## src/rtl/fifo_uart_tx.sv

```systemverilog
// fifo_uart_tx: drains the 8-entry byte FIFO and sends each byte as a UART frame
// on tx, LSB first (start, 8 data bits, optional parity, stop).
// The frame is 8N1 by default. Define FIFO_UART_TX_PARITY_EN to add an even-parity
// bit after the data bits, which makes the frame 11 bits long.
//
// state    | meaning
// ---------+-------------------------------------------------------------
// S_IDLE   | line idle high; pop the FIFO when enabled and non-empty
// S_LOAD   | popped byte is on fifo_data; capture it into the shift reg
// S_START  | start bit (tx=0) for CLKS_PER_BIT cycles
// S_DATA   | data bits 0..7, shift_q[0] driven, shift right per bit
// S_PARITY | even parity bit (only with FIFO_UART_TX_PARITY_EN)
// S_STOP   | stop bit (tx=1); frame_done on its last cycle
module fifo_uart_tx #(
   parameter int CLKS_PER_BIT = 868
) (
   input  logic       clk,
   input  logic       rst,
   input  logic       enable,
   input  logic       fifo_empty,
   input  logic [7:0] fifo_data,
   output logic       fifo_rd_en,
   output logic       tx,
   output logic       busy,
   output logic       frame_done
);

   typedef enum logic [2:0] {
      S_IDLE   = 3'd0,
      S_LOAD   = 3'd1,
      S_START  = 3'd2,
      S_DATA   = 3'd3,
      S_PARITY = 3'd4,
      S_STOP   = 3'd5
   } state_t;

   localparam logic [15:0] BAUD_LAST = 16'(CLKS_PER_BIT - 1);

   state_t      state_q, state_d;
   logic [15:0] baud_q, baud_d;
   logic [2:0]  bit_idx_q, bit_idx_d;
   logic [7:0]  shift_q, shift_d;
   logic        bit_end;
`ifdef FIFO_UART_TX_PARITY_EN
   logic        parity_q, parity_d;
`endif

   assign bit_end = (baud_q == BAUD_LAST);

   // State, baud timer, bit index and shift register, with a synchronous reset.
   always_ff @(posedge clk) begin
      if (rst) begin
         state_q   <= S_IDLE;
         baud_q    <= '0;
         bit_idx_q <= '0;
         shift_q   <= '0;
`ifdef FIFO_UART_TX_PARITY_EN
         parity_q  <= 1'b0;
`endif
      end else begin
         state_q   <= state_d;
         baud_q    <= baud_d;
         bit_idx_q <= bit_idx_d;
         shift_q   <= shift_d;
`ifdef FIFO_UART_TX_PARITY_EN
         parity_q  <= parity_d;
`endif
      end
   end

   // Next state and outputs. The outputs are decoded from the state, so tx goes
   // low in the cycle after LOAD. The pop strobe also depends on rst, so that no
   // pop can occur in the same cycle that reset is asserted.
   always_comb begin
      state_d    = state_q;
      baud_d     = baud_q + 16'd1;
      bit_idx_d  = bit_idx_q;
      shift_d    = shift_q;
`ifdef FIFO_UART_TX_PARITY_EN
      parity_d   = parity_q;
`endif
      fifo_rd_en = 1'b0;
      tx         = 1'b1;
      busy       = 1'b1;
      frame_done = 1'b0;
      case (state_q)
         S_IDLE: begin
            busy   = 1'b0;
            baud_d = '0;
            if (enable && !fifo_empty && !rst) begin
               fifo_rd_en = 1'b1;
               state_d    = S_LOAD;
            end
         end
         S_LOAD: begin
            shift_d   = fifo_data;
`ifdef FIFO_UART_TX_PARITY_EN
            parity_d  = ^fifo_data;
`endif
            bit_idx_d = '0;
            baud_d    = '0;
            state_d   = S_START;
         end
         S_START: begin
            tx = 1'b0;
            if (bit_end) begin
               baud_d  = '0;
               state_d = S_DATA;
            end
         end
         S_DATA: begin
            tx = shift_q[0];
            if (bit_end) begin
               baud_d    = '0;
               shift_d   = {1'b0, shift_q[7:1]};
               bit_idx_d = bit_idx_q + 3'd1;
               if (bit_idx_q == 3'd7) begin
`ifdef FIFO_UART_TX_PARITY_EN
                  state_d = S_PARITY;
`else
                  state_d = S_STOP;
`endif
               end
            end
         end
`ifdef FIFO_UART_TX_PARITY_EN
         S_PARITY: begin
            tx = parity_q;
            if (bit_end) begin
               baud_d  = '0;
               state_d = S_STOP;
            end
         end
`endif
         S_STOP: begin
            if (bit_end) begin
               frame_done = 1'b1;
               baud_d     = '0;
               state_d    = S_IDLE;
            end
         end
         default: begin
            baud_d  = '0;
            state_d = S_IDLE;
         end
      endcase
   end

endmodule
```

## config.mk

```make
export PLATFORM = sky130hd
export DESIGN_NAME = fifo_uart_tx
export DESIGN_NICKNAME = d
export VERILOG_FILES = /design/src/rtl/fifo_uart_tx.sv
export SDC_FILE = /design/constraint.sdc
export NUM_CORES = 1
export LEC_CHECK = 0
export ABC_AREA = 1
export CAP_MARGIN = 20
export CELL_PAD_IN_SITES_DETAIL_PLACEMENT = 1
export CELL_PAD_IN_SITES_GLOBAL_PLACEMENT = 1
export CORE_MARGIN = 1.5
export CORE_UTILIZATION = 41
export DETAILED_ROUTE_END_ITERATION = 7
export GPL_TIMING_DRIVEN = 0
export PLACE_DENSITY = 0.8
export SYNTH_ARGS = -nofsm -noshare
export SYNTH_HDL_FRONTEND = slang
export SYNTH_SLANG_ARGS = --single-unit
```

## constraint.sdc

```tcl
create_clock -name clk -period 1.8 [get_ports clk]
set_input_delay 0.36 -clock clk [delete_from_list [all_inputs] [get_ports clk]]
set_output_delay 0.36 -clock clk [all_outputs]
set_load 0.05 [all_outputs]
```

### I/O pins on the die edge

Pins as bars across the die edge, other pins in grey.
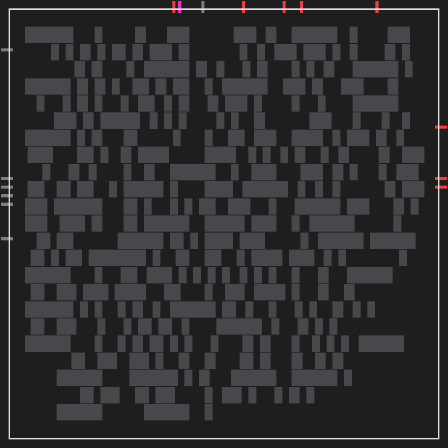
- tx: magenta (pins 1; direction output; edge top)
- fifo_data: red (pins 8; direction input; edge 5 top, 3 right)
- all pins by edge: 7 top, 6 left, 3 right

### Placement by cell class

The bar under the picture is 20 um long.
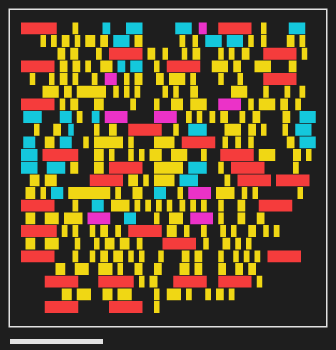
- clock drivers and dummy loads: magenta (cells 8; share of their area 4.6%)
- combinational and other logic: yellow (cells 209; share of their area 54%)
- flops: red (cells 30; share of their area 29%)
- other buffers and delay cells: cyan (cells 28; share of their area 12%)

==> flow_metrics.py <==
# Metrics from the implementation run
metrics = {
    "drt": {
        "residual_drc_count": 0,
        "met3WireLength_um": 84,
    },
    "sta": {
        "finalSetupViolations": 1,
        "rsz_0062_raised_after_global_routing": "true",
        "timing.fmax_mhz": 553.0,
        "timing_worst_slew_pin_value_ns": 0.4890,
        "min_setup_slack_post_route_ns": -0.008425,
    },
    "global_route": {
        "number_of_antenna_violations_at_the_first_check_in_global_routing": 0,
    },
    "final_layout": {
        "dominant-cell-class": "logic gates",
        "multi_input_comb_cells": 177,
        "nFlopsAndLatches": 30,
    },
    "status": {
        "failed_checks": "negative setup slack",
        "status": "complete, but fails checks",
    },
    "synth": {
        "xor_and_xnor_area_share_after_synthesis_pct": 3.553,
        "yosys.cell_count.top_type": "sky130_fd_sc_hd__nand2_1",
        "sequential_cell_area_fraction_in_the_yosys_report_pct": 34.81,
    },
    "clock_tree": {
        "hold_buffers": 0,
    },
    "hold_path": {
        "timing.hold.worst.start": "shift_q[7]$_SDFFE_PP0P_",
    },
    "worst_setup_path": {
        "cp_top_family": "simple AND/OR/NAND/NOR gates",
        "critPathSlowestCell": "sky130_fd_sc_hd__dfxtp_2",
        "rrSetupSlack_ns": 0.29,
        "crit_path_max_fanout": 2,
    },
    "floorplanning": {
        "core_area_um2": 4029,
        "taps": 50,
    },
}
### Cell sizes after repair

The bar under the picture is 20 um long.
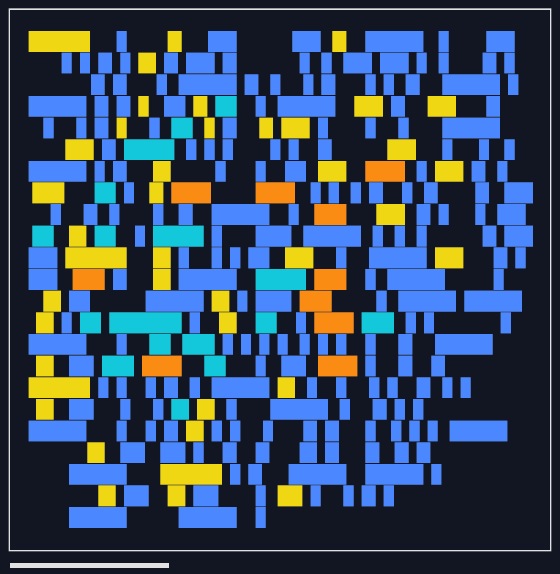
- _2 cells: yellow (cells 41; share 15%)
- _3 and _4 cells: cyan (cells 17; share 6.2%)
- _0 and _1 cells: blue (cells 207; share 75%)
- _6 and larger: orange (cells 10; share 3.6%)

==> what timing repair did <==
item / in CTS / in global routing
pin swaps: 1 / 4
gates resized: 21 / 14
endpoints found under the setup margin: 4 / 4
buffers inserted: 2 / 4
==> metal layers <==
| layer | track usage, % | vias to the layer above |
|---|---|---|
| met5 | 0 | - |
| met4 | 3.750 | 0 |
| met3 | 5.428 | 6 |
| met2 | 30.88 | 17 |
| met1 | 25.15 | 747 |
| li1 | - | 835 |
==> placed cells by master (no fill, tap or decap), drive strengths merged, types with 2 or more instances in the layout <==
cell type / n
a21boi: 2
a21oi: 20
buf: 15
clkbuf: 7
clkdlybuf4s50: 11
clkinv: 2
dfxtp: 30
ha: 3
inv: 31
nand2: 59
nand3: 26
nor2: 44
nor3: 4
o21ai: 9
xnor2: 4
xor2: 3
==> through the flow <==
step                hold WS, ns  power [mW]   TNS [ns]  utilization (%)  setup slack (ns)
floorplan                0.4274       1.533          0                -           0.07390
finish                   0.5064       2.324  -0.008425            52.58         -0.008425
global placement         0.4398       1.715     -1.538            48.23           -0.6252
global route             0.5274       2.505   -0.09312            52.58          -0.09312
CTS                      0.5089       2.332   -0.08378            51.02          -0.08378
detailed placement       0.4635       1.746     -1.537            48.23           -0.6067
==> report_power, final <==
| group | internal (mW) | leakage [nW] | switching (mW) |
|---|---|---|---|
| combinational | 0.338 | 0.622 | 0.539 |
| clock | 0.307 | 0.0472 | 0.270 |
| sequential | 0.786 | 0.246 | 0.0829 |
==> registers in the layout, summed over array words and instances, names as in the netlist <==
| register | count |
|---|---|
| state_q | 3 |
| baud_q | 16 |
| bit_idx_q | 3 |
| shift_q | 8 |
Power figures rest on the tool's default switching activity, not on a simulated workload.
